<file path="config.mk">
export PLATFORM = sky130hd
export DESIGN_NAME = serial_add_sub_unit
export DESIGN_NICKNAME = d
export VERILOG_FILES = /design/src/rtl/serial_add_sub_unit.sv
export SDC_FILE = /design/constraint.sdc
export NUM_CORES = 1
export LEC_CHECK = 0
export CAP_MARGIN = 20
export CORE_UTILIZATION = 30
export CTS_BUF_LIST = sky130_fd_sc_hd__clkbuf_4 sky130_fd_sc_hd__clkbuf_8
export CTS_CLUSTER_SIZE = 20
export DETAILED_ROUTE_END_ITERATION = 8
export MAX_ROUTING_LAYER = met4
export REMOVE_ABC_BUFFERS = 1
export SKIP_CTS_REPAIR_TIMING = 1
export SLEW_MARGIN = 20
export SYNTH_ARGS = -nofsm -noshare
export SYNTH_HDL_FRONTEND = slang
export SYNTH_SLANG_ARGS = --single-unit
</file>
<file path="constraint.sdc">
create_clock -name clk -period 3.5 [get_ports clk]
set_input_delay 0.7 -clock clk [delete_from_list [all_inputs] [get_ports clk]]
set_output_delay 0.7 -clock clk [all_outputs]
set_load 0.05 [all_outputs]
</file>
<file path="src/rtl/serial_add_sub_unit.sv">
// Serial add/subtract unit: DIGIT bits per cycle, WIDTH/DIGIT cycles per op.
// Valid/ready handshake on both sides; one operation in flight at a time.
module serial_add_sub_unit #(
  parameter int WIDTH = 8,
  parameter int DIGIT = 1
) (
  input  logic             clk,
  input  logic             rst_n,
  input  logic             in_valid,
  output logic             in_ready,
  input  logic [1:0]       op,
  input  logic             cin,
  input  logic [WIDTH-1:0] a,
  input  logic [WIDTH-1:0] b,
  output logic             out_valid,
  input  logic             out_ready,
  output logic [WIDTH-1:0] result,
  output logic             cout,
  output logic             ovf,
  output logic             zero,
  output logic             neg
);

  localparam int N  = WIDTH / DIGIT;
  localparam int CW = $clog2(N + 1);

  generate
    if (WIDTH < 2 || DIGIT < 1 || (WIDTH % DIGIT) != 0) begin : g_bad_params
      $error("serial_add_sub_unit: WIDTH must be >= 2 and a multiple of DIGIT");
    end
  endgenerate

  typedef enum logic [1:0] {IDLE, RUN, DONE} state_t;

  state_t           state, state_nxt;
  logic [WIDTH-1:0] a_sr, b_sr, res_sr, res_nxt;
  logic             carry;
  logic [CW-1:0]    cnt;
  logic [DIGIT:0]   dsum;
  logic             c_msb;
  logic             last;

  assign in_ready  = (state == IDLE);
  assign out_valid = (state == DONE);

  // One digit of ripple add; carry into the digit MSB recovered from the sum bit.
  always_comb begin
    dsum    = {1'b0, a_sr[DIGIT-1:0]} + {1'b0, b_sr[DIGIT-1:0]} + {{DIGIT{1'b0}}, carry};
    c_msb   = a_sr[DIGIT-1] ^ b_sr[DIGIT-1] ^ dsum[DIGIT-1];
    res_nxt = WIDTH'({dsum[DIGIT-1:0], res_sr} >> DIGIT);
    last    = (cnt == CW'(N - 1));
  end

  // State register.
  always_ff @(posedge clk or negedge rst_n) begin
    if (!rst_n) state <= IDLE;
    else        state <= state_nxt;
  end

  // Next-state: accept in IDLE, N digit steps in RUN, hold in DONE until drained.
  always_comb begin
    state_nxt = state;
    case (state)
      IDLE:    if (in_valid)  state_nxt = RUN;
      RUN:     if (last)      state_nxt = DONE;
      DONE:    if (out_ready) state_nxt = IDLE;
      default:                state_nxt = IDLE;
    endcase
  end

  // Datapath: operand capture, digit shifting, and result/flag registers loaded on DONE entry.
  always_ff @(posedge clk or negedge rst_n) begin
    if (!rst_n) begin
      a_sr   <= '0;
      b_sr   <= '0;
      res_sr <= '0;
      carry  <= 1'b0;
      cnt    <= '0;
      result <= '0;
      cout   <= 1'b0;
      ovf    <= 1'b0;
      zero   <= 1'b0;
      neg    <= 1'b0;
    end else begin
      case (state)
        IDLE: if (in_valid) begin
          a_sr  <= a;
          // Subtraction as a + ~b + 1; the +1 (or borrow) rides in the initial carry.
          b_sr  <= op[0] ? ~b : b;
          carry <= op[1] ? (op[0] ? ~cin : cin) : op[0];
          cnt   <= '0;
        end
        RUN: begin
          a_sr   <= a_sr >> DIGIT;
          b_sr   <= b_sr >> DIGIT;
          res_sr <= res_nxt;
          carry  <= dsum[DIGIT];
          cnt    <= cnt + 1'b1;
          if (last) begin
            result <= res_nxt;
            cout   <= dsum[DIGIT];
            ovf    <= c_msb ^ dsum[DIGIT];
            zero   <= (res_nxt == '0);
            neg    <= res_nxt[WIDTH-1];
          end
        end
        default: ;
      endcase
    end
  end

endmodule

</file>
==> impl_metrics.ini, run 1 <==
; yosys + openroad results
[detailed_routing]
detail_route.wl_per_cell_um = 12.8
detail_route.wirelength_mm = 3.91
top_layer = met4
route.met3.wl_um = 125
via_count = 1492
vias_per_cell = 4.89
m1_wl_mm = 1.96
remaining_drc_errors = 8

[layout]
final_area_um2 = 2570
sh_comb_area = 0.357
layout_top_registers = a_sr x8, b_sr x8, result x8
fillers = 610
layout.cells.non_filler = 305
finalNetCount = 252
n_antenna_cell = 0
final_layout_size_suffix_gt1_frac = 0.114
ff_count = 41
area.growth.synth_to_final_pct = 26.7
post-route-util = 0.400
final_common_cell = dfrtp_1
multi_input_comb_cells = 137

[yosys]
synth_dominant_cell_count = dfrtp_1
ys_chip_area_um2 = 2030
ys_seq_elements = 41
ys_top_cells_by_area = dfrtp_1, mux2_4, nand2_1, a22oi_1, nor2b_1
yosys.cell_types.count = 31
ys.flop_type = dfrtp_1
xor_area_frac = 0.0518
synthDominantCellAreaShare = 0.506
number_of_instances_in_the_synthesized_netlist = 193
ys.warnings.count = 0
synthAdderAreaFrac = 0.0160
edf_count = 0

[final_timing]
timing.hold.ws_ps = 492
tns_ps = 0
max-slew-margin-rel = 0.377
worst_margin_slew_ps = 934
finalHoldViolations = 0
slew_viol_final = 0
final-setup-viol-count = 0
minimum_period_implied_by_the_final_worst_setup_slack_ps = 2710

[setup_path]
cp_cell_sequence = buf_4 > nor2_1 > clkdlybuf4s50_1
timing.critical_path.arrival_ps = 2010
critical_path.reg2reg.endpoint = result[1]$_DFFE_PN0P_
timing.critical_path.to_type = output port
critPathRequiredTime_ps = 2800
critical_path.top_delay_family = buffers and inverters
cp-startpoint = state[0]$_DFFE_PN0P_
timing.critical_path.from_type = flip-flop
timing.critical_path.to = in_ready
criticalPathCategory = reg2out

[run]
maxCapViolations = 0

[die]
n_tap_cell = 77
fp.dieH_um = 84.3
floorplanUtilization = 0.316

[placed_design]
dp_hpwl_mm = 2.66
place_worst_setup_slack_ps = 1100
gp_congestion = 0.716
dpl_cell_area_um2 = 2430

[power]
power.combinational.total_uw = 1040
top_power_group = combinational cells
seqPwrFrac = 0.358
power_density_nw_per_um2 = 906
switchingPower_uw = 915
power.clock.fraction = 0.197
clock_power_uw = 458
vdd.ir_drop.worst_v = 0.000251
switching_share = 0.393
pg_seq_uw = 833

[hold_path]
hp-start = b_sr[1]$_DFFE_PN0P_
worst_hold_path.endpoint = b_sr[1]$_DFFE_PN0P_
worst_hold_path_type = reg2reg
worst_hold_path.num_cells = 2

[clocking]
clockBufferDepth = 2
cts.reportedPaths.clkPinSlew_ps = 80
tritoncts = yes
cts_made_buffers = 5

[global_routing]
antenna_violations_before_repair = 0
grt_util_met3 = 0.0275
met2_usage_in_global_routing = 0.192
gr-max-usage-layer = met2
gr-usage-met1 = 0.166
track_usage = 0.126

[run_status]
violations = DRC
outcome = complete, but fails checks
Figure 1. I/O nets highlighted (run 1).
Bar = 20 um.
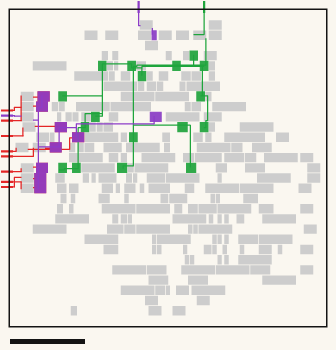
colour	port	direction	edge	end cells	buffers	wire
green	`in_valid`	input	top	17	2	198 um
red	`b`	input	left	8	8	70.8 um
purple	`op`	input	1 left, 1 top	10	2	78.0 um
port bufs: 36
ports placed on the boundary: 37

Figure 2. Register map, names as in the netlist (run 1).
Bar = 20 um. Other sequential cells in the stronger grey, the rest of the logic in the fainter grey.
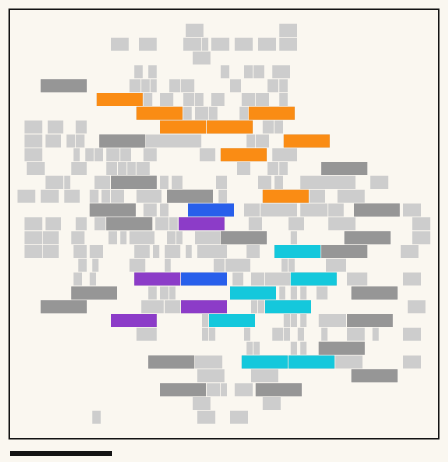
colour	name in the netlist	placed flops
cyan	`res_sr`	7
orange	`a_sr`	8
blue	`state`	2
purple	`cnt`	4
not coloured	20
register fraction of the total cell area: 0.399
storage element area: 1030 um^2

Figure 3. Cell area per tile (run 1).
Bar = 20 um. The die is cut into 8 by 8 equal tiles; white is low, dark blue is high, 0 to 100% covered.
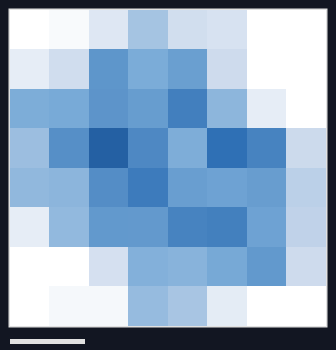
densest ninth of the die	centre
nearly empty tiles	17%
fullest tile	81%
tiles over 75% full	1.6%

Figure 4. Cell placement (run 1).
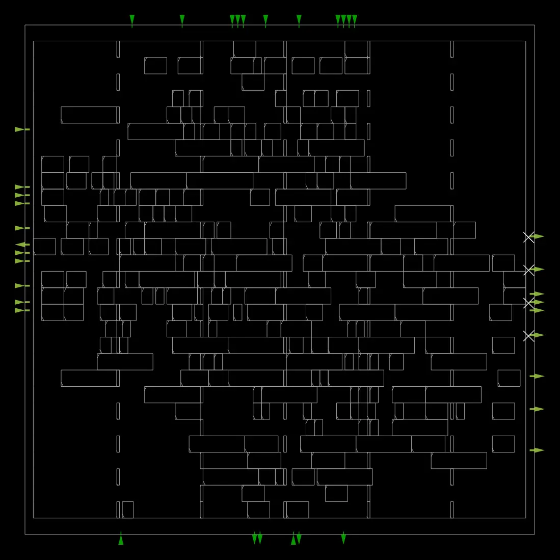

==> inputs of run 2 (changes only) <==
- clock period: 3.5 -> 2.6 ns (I/O delays scaled with it)
Figure 5. Cell placement (run 2).
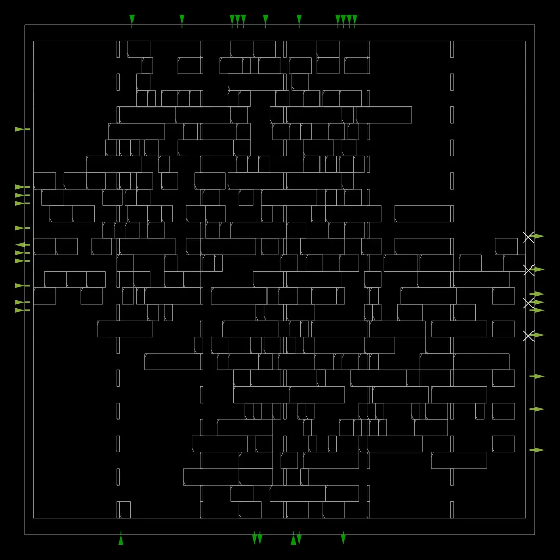
total number of placement rows: 29
Final Instance Count excl. Fillers: 307
# fillers: 623

Figure 6. PDN straps and rails (run 2).
Bar = 20 um. Pins as bars on the die edge. Tap cells in grey.
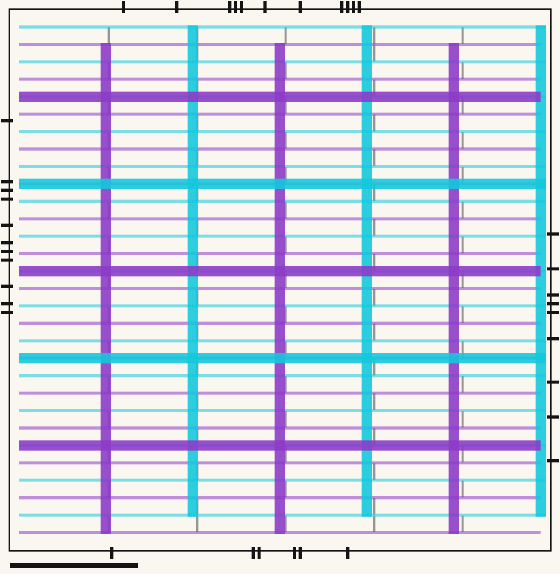
colour	net
purple	VSS
cyan	VDD
met1 rails	30
met4 straps	6
tap cells	77
signal pins	37

==> impl_metrics.ini, run 2 <==
; yosys + openroad results
[yosys]
synthAdderAreaFrac = 0.0160
yosys.cell_types.count = 31
synthDominantCellAreaShare = 0.506
ys_seq_elements = 41
synth_dominant_cell_count = dfrtp_1
edf_count = 0
ys.flop_type = dfrtp_1
ys_chip_area_um2 = 2030
ys.warnings.count = 0
xor_area_frac = 0.0518

[final_timing]
max-slew-margin-rel = 0.375
minimum_period_implied_by_the_final_worst_setup_slack_ps = 2240
tns_ps = 0
finalHoldViolations = 0
timing.hold.ws_ps = 364
slew_viol_final = 0
final-setup-viol-count = 0
worst_margin_slew_ps = 938

[layout]
finalNetCount = 254
sh_comb_area = 0.362
final_layout_size_suffix_gt1_frac = 0.126
multi_input_comb_cells = 137
post-route-util = 0.395
seq_share = 0.404
ff_count = 41
layout_top_registers = a_sr x8, b_sr x8, result x8

[global_routing]
track_usage = 0.127
gr-usage-met1 = 0.173
antenna_violations_before_repair = 0
grt_util_met3 = 0.0315
met2_usage_in_global_routing = 0.185

[placed_design]
place_worst_setup_slack_ps = 680
dp_hpwl_mm = 2.77
numPortBuffers = 36

[setup_path]
timing.critical_path.to = in_ready
timing.critical_path.from_type = flip-flop
cp-startpoint = state[1]$_DFFE_PN0P_
cp_cell_sequence = nor2_1 > clkdlybuf4s50_1
critical_path.top_delay_family = buffers and inverters
timing.critical_path.to_type = output port

[clocking]
cts_made_buffers = 5
tritoncts = yes
cts.reportedPaths.clkPinSlew_ps = 80
clockBufferDepth = 2

[run_status]
violations = DRC
outcome = complete, but fails checks

[detailed_routing]
route.met3.wl_um = 170
top_layer = met4
m1_wl_mm = 2.11
detail_route.wl_per_cell_um = 13.5
detail_route.wirelength_mm = 4.14
remaining_drc_errors = 8
vias_per_cell = 4.91
via_count = 1508

[run]
maxCapViolations = 0

[power]
switching_share = 0.417
seqPwrFrac = 0.372
vdd.ir_drop.worst_v = 0.000328
power_density_nw_per_um2 = 1180
clock_power_uw = 435
power.clock.fraction = 0.146
pg_seq_uw = 1110

[die]
floorplanUtilization = 0.316
n_tap_cell = 77
==> inputs of run 3 (changes only) <==
- ABC_AREA: not set -> 0
Figure 7. Register map, names as in the netlist (run 3).
Bar = 20 um. Other sequential cells in the stronger grey, the rest of the logic in the fainter grey.
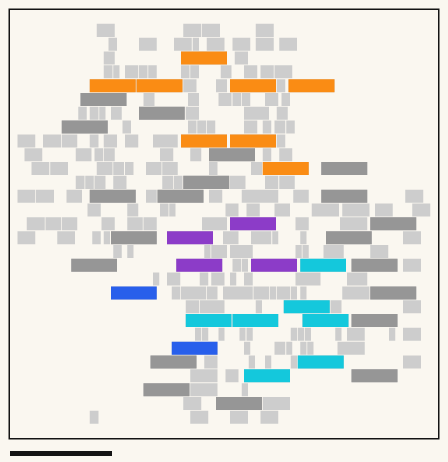
sequential cell power: 1110 uW
post-layout util: 0.395
register fraction of the total cell area: 0.404

==> impl_metrics.ini, run 3 <==
; yosys + openroad results
[run_status]
outcome = complete, but fails checks
violations = DRC

[layout]
finalNetCount = 254
fillers = 623
sh_comb_area = 0.362
clock_buffer_count = 7
dominant_cells = flip-flops and latches
final_area_um2 = 2540
final_common_cell = dfrtp_1
flop_area_um2 = 1030
ff_count = 41
multi_input_comb_cells = 137
n_antenna_cell = 0
final_layout_size_suffix_gt1_frac = 0.126
layout_top_registers = a_sr x8, b_sr x8, result x8
layout.cells.non_filler = 307

[detailed_routing]
vias_per_cell = 4.91
detail_route.wirelength_mm = 4.14
remaining_drc_errors = 8
route.met3.wl_um = 170
top_layer = met4
m1_wl_mm = 2.11
final_antenna_net_count = 0
via_count = 1508
detail_route.wl_per_cell_um = 13.5

[die]
fp.coreArea_um2 = 6420
n_tap_cell = 77
ports_placed_on_the_boundary = 37
rows = 29
floorplanUtilization = 0.316
fp.dieH_um = 84.3

[setup_path]
criticalPathCategory = reg2out
critical_path.reg2reg.endpoint = result[0]$_DFFE_PN0P_
cp_cell_sequence = nor2_1 > clkdlybuf4s50_1
timing.critical_path.arrival_ps = 1720
timing.critical_path.from_type = flip-flop
critical_path.top_delay_family = buffers and inverters
timing.rr.start = state[0]$_DFFE_PN0P_
critPathRequiredTime_ps = 2080
timing.critical_path.to_type = output port
cp-startpoint = state[1]$_DFFE_PN0P_
timing.critical_path.to = in_ready

[final_timing]
max-slew-margin-rel = 0.375
minimum_period_implied_by_the_final_worst_setup_slack_ps = 2240
slew_viol_final = 0
tns_ps = 0
finalHoldViolations = 0
final-setup-viol-count = 0
worst_margin_slew_ps = 938
timing.hold.ws_ps = 364

[yosys]
synth_dominant_cell_count = dfrtp_1
ys_top_cells_by_area = dfrtp_1, mux2_4, nand2_1, a22oi_1, nor2b_1
edf_count = 0
ys_chip_area_um2 = 2030
synthAdderAreaFrac = 0.0160
number_of_instances_in_the_synthesized_netlist = 193
ys_seq_elements = 41
ys.warnings.count = 0
yosys.cell_types.count = 31
xor_area_frac = 0.0518
synthDominantCellAreaShare = 0.506
seq_share_synth = 0.506
ys.flop_type = dfrtp_1
syn_avg_cell_area_um2 = 10.5

[power]
power.clock.fraction = 0.146
switching_share = 0.417
top_power_group = combinational cells
clock_power_uw = 435
switchingPower_uw = 1240
vdd.ir_drop.worst_v = 0.000328
seqPwrFrac = 0.372
power.combinational.total_uw = 1440
power_density_nw_per_um2 = 1180

[global_routing]
track_usage = 0.127
grt_util_met3 = 0.0315
gr-usage-met1 = 0.173
gr-max-usage-layer = met2
antenna_violations_before_repair = 0

[clocking]
cell_at_the_root_of_the_clock_tree = clkbuf_8
clockBufferDepth = 2
cts-htree-levels = 2
cts.reportedPaths.clkPinSlew_ps = 80
tritoncts = yes
cts_made_buffers = 5

[placed_design]
place_worst_setup_slack_ps = 680
dpl_cell_area_um2 = 2450
numPortBuffers = 36

[run]
maxCapViolations = 0

[hold_path]
worst_hold_path_type = in2async
Figure 8. I/O nets highlighted (run 3).
Bar = 20 um.
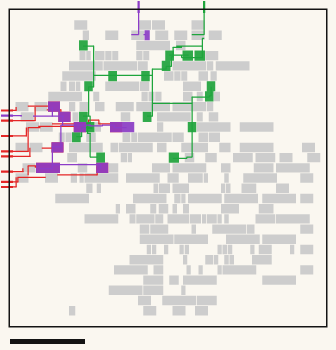
colour	port	direction	edge	end cells	buffers	wire
red	`b`	input	left	8	8	125 um
green	`in_valid`	input	top	17	2	163 um
purple	`op`	input	1 left, 1 top	10	2	74.0 um

Power and IR drop assume default switching activity.
